**config.mk**
```make
export PLATFORM = sky130hd
export DESIGN_NAME = cmsdk_iop_gpio_sequencer
export DESIGN_NICKNAME = d
export VERILOG_FILES = /design/src/rtl/cmsdk_gpio_pkg.sv /design/src/rtl/cmsdk_gpio_pattern_ram.sv /design/src/rtl/cmsdk_iop_gpio_sequencer.sv
export SDC_FILE = /design/constraint.sdc
export NUM_CORES = 1
export LEC_CHECK = 0
export ABC_AREA = 1
export CORE_MARGIN = 2
export CORE_UTILIZATION = 58
export DETAILED_ROUTE_END_ITERATION = 7
export MAX_ROUTING_LAYER = met4
export PLACE_DENSITY = 0.95
export SLEW_MARGIN = 25
export SYNTH_ARGS = -nofsm -noshare
export SYNTH_HDL_FRONTEND = slang
export SYNTH_HIERARCHICAL = 1
export SYNTH_SLANG_ARGS = --single-unit
```
**constraint.sdc**
```tcl
create_clock -name HCLK -period 3.7 [get_ports HCLK]
set_input_delay 0.925 -clock HCLK [delete_from_list [all_inputs] [get_ports HCLK]]
set_output_delay 0.925 -clock HCLK [all_outputs]
set_load 0.05 [all_outputs]
```
**src/rtl/cmsdk_gpio_pkg.sv**
```systemverilog
// Shared definitions for the GPIO pattern sequencer: FSM states and I/O port constants.
package cmsdk_gpio_pkg;

  typedef enum logic [1:0] {
    ST_IDLE = 2'd0,
    ST_PEND = 2'd1,
    ST_WAIT = 2'd2
  } seq_state_e;

  localparam logic [11:0] GPIO_DATAOUT_OFS = 12'h004;
  localparam logic [1:0]  IOSIZE_WORD      = 2'b10;

endpackage

```
**src/rtl/cmsdk_gpio_pattern_ram.sv**
```systemverilog
// Pattern table: DEPTH x 16 register file, one synchronous write port, asynchronous read.
// Latency: write visible the cycle after PAT_WE; read is combinational.
// Backpressure: none, a write is accepted every cycle.
module cmsdk_gpio_pattern_ram #(
  parameter int DEPTH = 8,
  parameter int AW    = $clog2(DEPTH)
) (
  input  logic          clk,
  input  logic          we,
  input  logic [AW-1:0] waddr,
  input  logic [15:0]   wdata,
  input  logic [AW-1:0] raddr,
  output logic [15:0]   rdata
);

  logic [15:0] mem [DEPTH];

  // No reset: contents are undefined until the host loads them.
  always_ff @(posedge clk) begin
    if (we) mem[waddr] <= wdata;
  end

  assign rdata = mem[raddr];

endmodule

```
**src/rtl/cmsdk_iop_gpio_sequencer.sv**
```systemverilog
// Plays a pattern table out to the GPIO DATAOUT register, sharing the I/O port with the host.
// Latency: first write the cycle after START, then one write every INTERVAL+1 cycles.
// Backpressure: an active host transfer always wins; the pending write stalls until the port is free.
module cmsdk_iop_gpio_sequencer
  import cmsdk_gpio_pkg::*;
#(
  parameter int DEPTH  = 8,
  parameter int IWIDTH = 16,
  parameter int IDXW   = $clog2(DEPTH)
) (
  input  logic              HCLK,
  input  logic              HRESET,
  input  logic              PAT_WE,
  input  logic [IDXW-1:0]   PAT_IDX,
  input  logic [15:0]       PAT_DATA,
  input  logic              START,
  input  logic              STOP,
  input  logic [IDXW-1:0]   LEN,
  input  logic [IWIDTH-1:0] INTERVAL,
  input  logic [7:0]        REPEAT,
  input  logic              H_IOSEL,
  input  logic              H_IOTRANS,
  input  logic              H_IOWRITE,
  input  logic [1:0]        H_IOSIZE,
  input  logic [11:0]       H_IOADDR,
  input  logic [31:0]       H_IOWDATA,
  output logic              IOSEL,
  output logic              IOTRANS,
  output logic              IOWRITE,
  output logic [1:0]        IOSIZE,
  output logic [11:0]       IOADDR,
  output logic [31:0]       IOWDATA,
  output logic              BUSY,
  output logic              DONE,
  output logic              STALL
);

  seq_state_e        state;
  logic [IDXW-1:0]   idx;
  logic [IDXW-1:0]   len_q;
  logic [IWIDTH-1:0] int_q;
  logic [IWIDTH-1:0] cnt;
  logic [7:0]        rep_q;
  logic [7:0]        pass;
  logic              done_q;
  logic              host_act;
  logic              issue;
  logic              last_entry;
  logic [15:0]       pat_rd;

  cmsdk_gpio_pattern_ram #(.DEPTH(DEPTH), .AW(IDXW)) u_pat (
    .clk   (HCLK),
    .we    (PAT_WE),
    .waddr (PAT_IDX),
    .wdata (PAT_DATA),
    .raddr (idx),
    .rdata (pat_rd)
  );

  assign host_act   = H_IOSEL & H_IOTRANS;
  assign issue      = (state == ST_PEND) & ~host_act & ~STOP;
  assign last_entry = (idx == len_q);

  always_ff @(posedge HCLK) begin
    if (HRESET) begin
      state  <= ST_IDLE;
      idx    <= '0;
      pass   <= '0;
      cnt    <= '0;
      len_q  <= '0;
      int_q  <= '0;
      rep_q  <= '0;
      done_q <= 1'b0;
    end else begin
      done_q <= 1'b0;
      case (state)
        ST_IDLE: begin
          if (START && !STOP) begin
            len_q <= LEN;
            int_q <= INTERVAL;
            rep_q <= REPEAT;
            idx   <= '0;
            pass  <= '0;
            state <= ST_PEND;
          end
        end
        ST_PEND: begin
          if (STOP) begin
            state <= ST_IDLE;
          end else if (issue) begin
            if (last_entry) begin
              idx  <= '0;
              pass <= pass + 8'd1;
            end else begin
              idx <= idx + 1'b1;
            end
            // REPEAT of zero never matches, so infinite mode just lets pass wrap.
            if (last_entry && (rep_q != 8'd0) && ((pass + 8'd1) == rep_q)) begin
              state  <= ST_IDLE;
              done_q <= 1'b1;
            end else if (int_q == '0) begin
              state <= ST_PEND;
            end else begin
              cnt   <= int_q;
              state <= ST_WAIT;
            end
          end
        end
        ST_WAIT: begin
          if (STOP) begin
            state <= ST_IDLE;
          end else begin
            cnt <= cnt - IWIDTH'(1);
            if (cnt <= IWIDTH'(1)) state <= ST_PEND;
          end
        end
        default: state <= ST_IDLE;
      endcase
    end
  end

  always_comb begin
    if (issue) begin
      IOSEL   = 1'b1;
      IOTRANS = 1'b1;
      IOWRITE = 1'b1;
      IOSIZE  = IOSIZE_WORD;
      IOADDR  = GPIO_DATAOUT_OFS;
      IOWDATA = {16'h0000, pat_rd};
    end else begin
      IOSEL   = H_IOSEL;
      IOTRANS = H_IOTRANS;
      IOWRITE = H_IOWRITE;
      IOSIZE  = H_IOSIZE;
      IOADDR  = H_IOADDR;
      IOWDATA = H_IOWDATA;
    end
  end

  assign BUSY  = (state != ST_IDLE);
  assign DONE  = done_q;
  assign STALL = (state == ST_PEND) & host_act;

endmodule

```
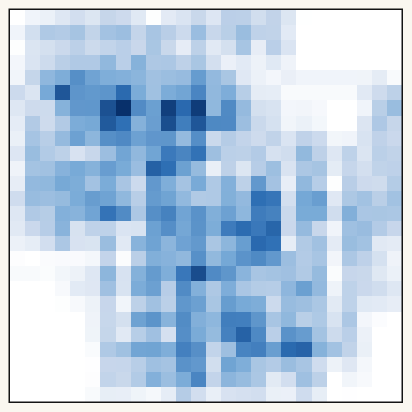
(images/metal_density.png)
Drawn at 3 px/um. 26 x 26 tiles, from white (low) to dark blue (high), scaled to the fullest tile. Values are wire area over tile area, all layers added.
densest ninth of the die: center
nearly empty tiles: 14%
mean over tiles: 0.25
emptiest ninth of the die: upper right

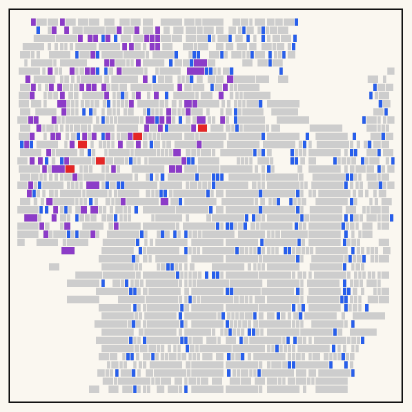
(images/logic_types.png)
Drawn at 3 px/um.
| family | color | cells | most used |
|---|---|---|---|
| inverting AOI/OAI gates | purple | 107 | a21oi_1 |
| XOR/XNOR gates | red | 5 | xor2_1 |
| inverters | blue | 218 | inv_1 |

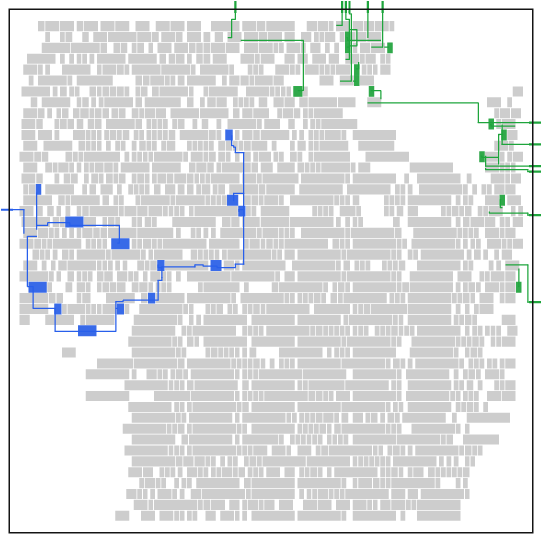
(images/io_fan.png)
Drawn at 4 px/um.
| port | color | bits | direction | end cells | wire |
|---|---|---|---|---|---|
| `H_IOADDR` | green | 12 | input | 12 | 260 um |
| `HRESET` | blue | 1 | input | 13 | 187 um |

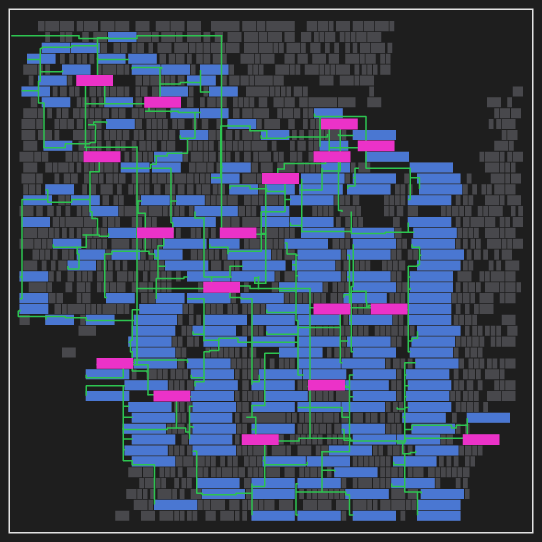
(images/clk_routes.png)
Drawn at 4 px/um.
[flip-flops] blue | count: 185
[clock wires] green | length: 1920 um
[clock drivers] magenta | count: 17
flops lie: widely spread
routed clock nets: 18

==> qor.yml <==
global_routing:
  grt_overflow_total: 0
  grt_pass1_wl_um: 37000
  grt_pass1_vias: 7728
placed_design:
  dp_cells: 1512
  dpl_cell_area_sq_um: 10900
  gp_congestion: 0.985
cells_and_area:
  final_area_sq_um: 11400
  drive_above_1_share_pct: 9.49
  final_core_util_pct: 72.4
  area_growth_pct: 22.9
  nNetsFinal: 1419
  antenna_cells: 0
logic_synthesis:
  ys_seq_share_pct: 53.7
  synth_cell_types: 38
  syn_area_sq_um: 9280
  synth_area_leader_cell: "edfxtp_1"
  synth-async-reset-ratio_pct: 0
  syn_inst: 1173
  synth-edff-count: 128
  common_cells: "367 x nand2_1, 210 x inv_1, 128 x edfxtp_1"
  top_cell: "nand2_1"
  top_cell_area_share_pct: 41.4
  syn_nets: 1277
  avgSynthCellArea_sq_um: 7.91
  ys_cells: 1173
  ys_area_sq_um: 9280
die:
  coreArea_sq_um: 15800
  initCoreUtil_pct: 58.9
  rows: 46
critical_path:
  critPathMaxFanout: 4
  worst_ep_arrival_time_ns: 2.57
  crit_buf_inv: 2
  end_kind: "output port"
  worst-setup-path-type: "input pin to output port"
  slowest_delay_ns: 0.70
  cp.required_ns: 2.77
  start_kind: "input pin"
pwr:
  power_mw: 5.21
  p_seq_share_pct: 45.5
  p_comb_share_pct: 21.4
  netSwitchingFraction_pct: 30.4
  ir_drop_mv: 0.329
  p_int_mw: 3.63
job:
  warnings: 27
  cap_violations: 0
sta:
  worstMarginPinSlew_ns: 0.739
  setup_violations: 0
  hold_viol: 0
  hold_ws_ns: 0.482
  tns_ns: 0
  slew_viol_final: 0
  rsz0062_at_grt: "false"
  post-route-min-period_ns: 3.50
clocking:
  root_buffer: "clkbuf_16"
  cts_resized: 0
  cts.clk_slew.worst_paths_ns: 0.07
  clock_latency_ns: 0.44
  h-tree-depth: 4
  post-cts-setup-buffers: 0
  cts.sinks: 185
  cts_buffers: 17
  cts_hold_buf: 0
  clockBufferDepth: 2
drt:
  antenna_left: 0
  drcViolationCount: 0
  routed_wl_um: 24500
  first_pass_iters: 6
  post_drt_wl_per_cell_um: 15.9
outcome:
  status: "complete, no violations"
## power groups by stage
stage	logic (mW)	registers [mW]	clock network [mW]
after detailed placement	1.07	2.41	0
after global routing	1.20	2.38	1.82
final	1.11	2.37	1.73
after global placement	1.03	2.41	0
after floorplan	0.743	2.39	0
after CTS	1.09	2.37	1.73
## state kept, by name, summed over array words and instances (netlist names)
register and flops:
u_pat/mem 128, cnt 16, int_q 16, pass 8, rep_q 8, idx 3, len_q 3, state 2
DONE 1
## kinds of logic (layout without fill, tap and decap cells)
logic type,after synthesis,count (layout),synth area share (%)
buffers and inverters,266,421,11.9
AND-OR/OR-AND,109,109,6.71
AND/OR/NAND/NOR,604,604,26.7
adder cells (fa/ha/maj),4,4,0.539
flip-flops,185,185,53.7
XOR/XNOR,5,5,0.472
## cells in the final DEF, fill, tap and decap left out, types with 3 or more instances in the layout
cell type | synthesis | routed
or2_2 | 7 | 7
nand4_1 | 5 | 5
inv_8 | 0 | 3
clkinv_1 | 2 | 4
nand3_1 | 96 | 96
dfxtp_1 | 57 | 56
clkbuf_16 | 0 | 17
nor2_4 | 2 | 3
ha_1 | 4 | 4
a31oi_1 | 6 | 6
clkinvlp_4 | 0 | 4
inv_2 | 6 | 6
a211oi_2 | 4 | 5
nor2_1 | 112 | 111
buf_4 | 5 | 65
nand2_1 | 367 | 367
nor2_2 | 3 | 3
clkdlybuf4s50_1 | 0 | 103
inv_1 | 210 | 210
o21ai_0 | 42 | 42
edfxtp_1 | 128 | 128
a21oi_1 | 46 | 46
buf_12 | 0 | 3
xor2_1 | 4 | 4
nand3b_1 | 5 | 5
## layout make-up
type,instances,area (sq um)
inverters,218,818
flip-flops and latches,185,4990
multi-input cells,722,3210
repair buffers,171,1580
clock inverters,13,120
fillers,1030,4360
well taps,216,270
clock buffers,19,433
## routing by layer
layer,track usage [%],wire (um),up-vias
li1,-,-,3954
met1,34.8,8810,3709
met2,49.3,12200,597
met3,5.62,2620,120
met4,12.8,897,0
met5,-,0,-
## final timing paths
check | depth (start not counted) | from | slack [ns] | end
setup reg to reg | 14 | idx[1]$_SDFFE_PP0P_ | 1.08 | cnt[12]$_SDFFE_PP0P_
setup / recovery | 4 | STOP | 0.20 | IOSEL
hold reg to reg | 2 | int_q[12]$_SDFFE_PP0P_ | 0.48 | int_q[12]$_SDFFE_PP0P_
hold / removal | 2 | int_q[12]$_SDFFE_PP0P_ | 0.48 | int_q[12]$_SDFFE_PP0P_
## tightest hold or removal path: cells and delay by family, from the launching register on
| family | cells | cell delay [ns] |
|---|---|---|
| compound gates | 1 | 0.05 |
| buf+inv | 1 | 0.06 |
| flops | 1 | 0.32 |
No activity file was given, so power comes from the tool's default toggle rates.
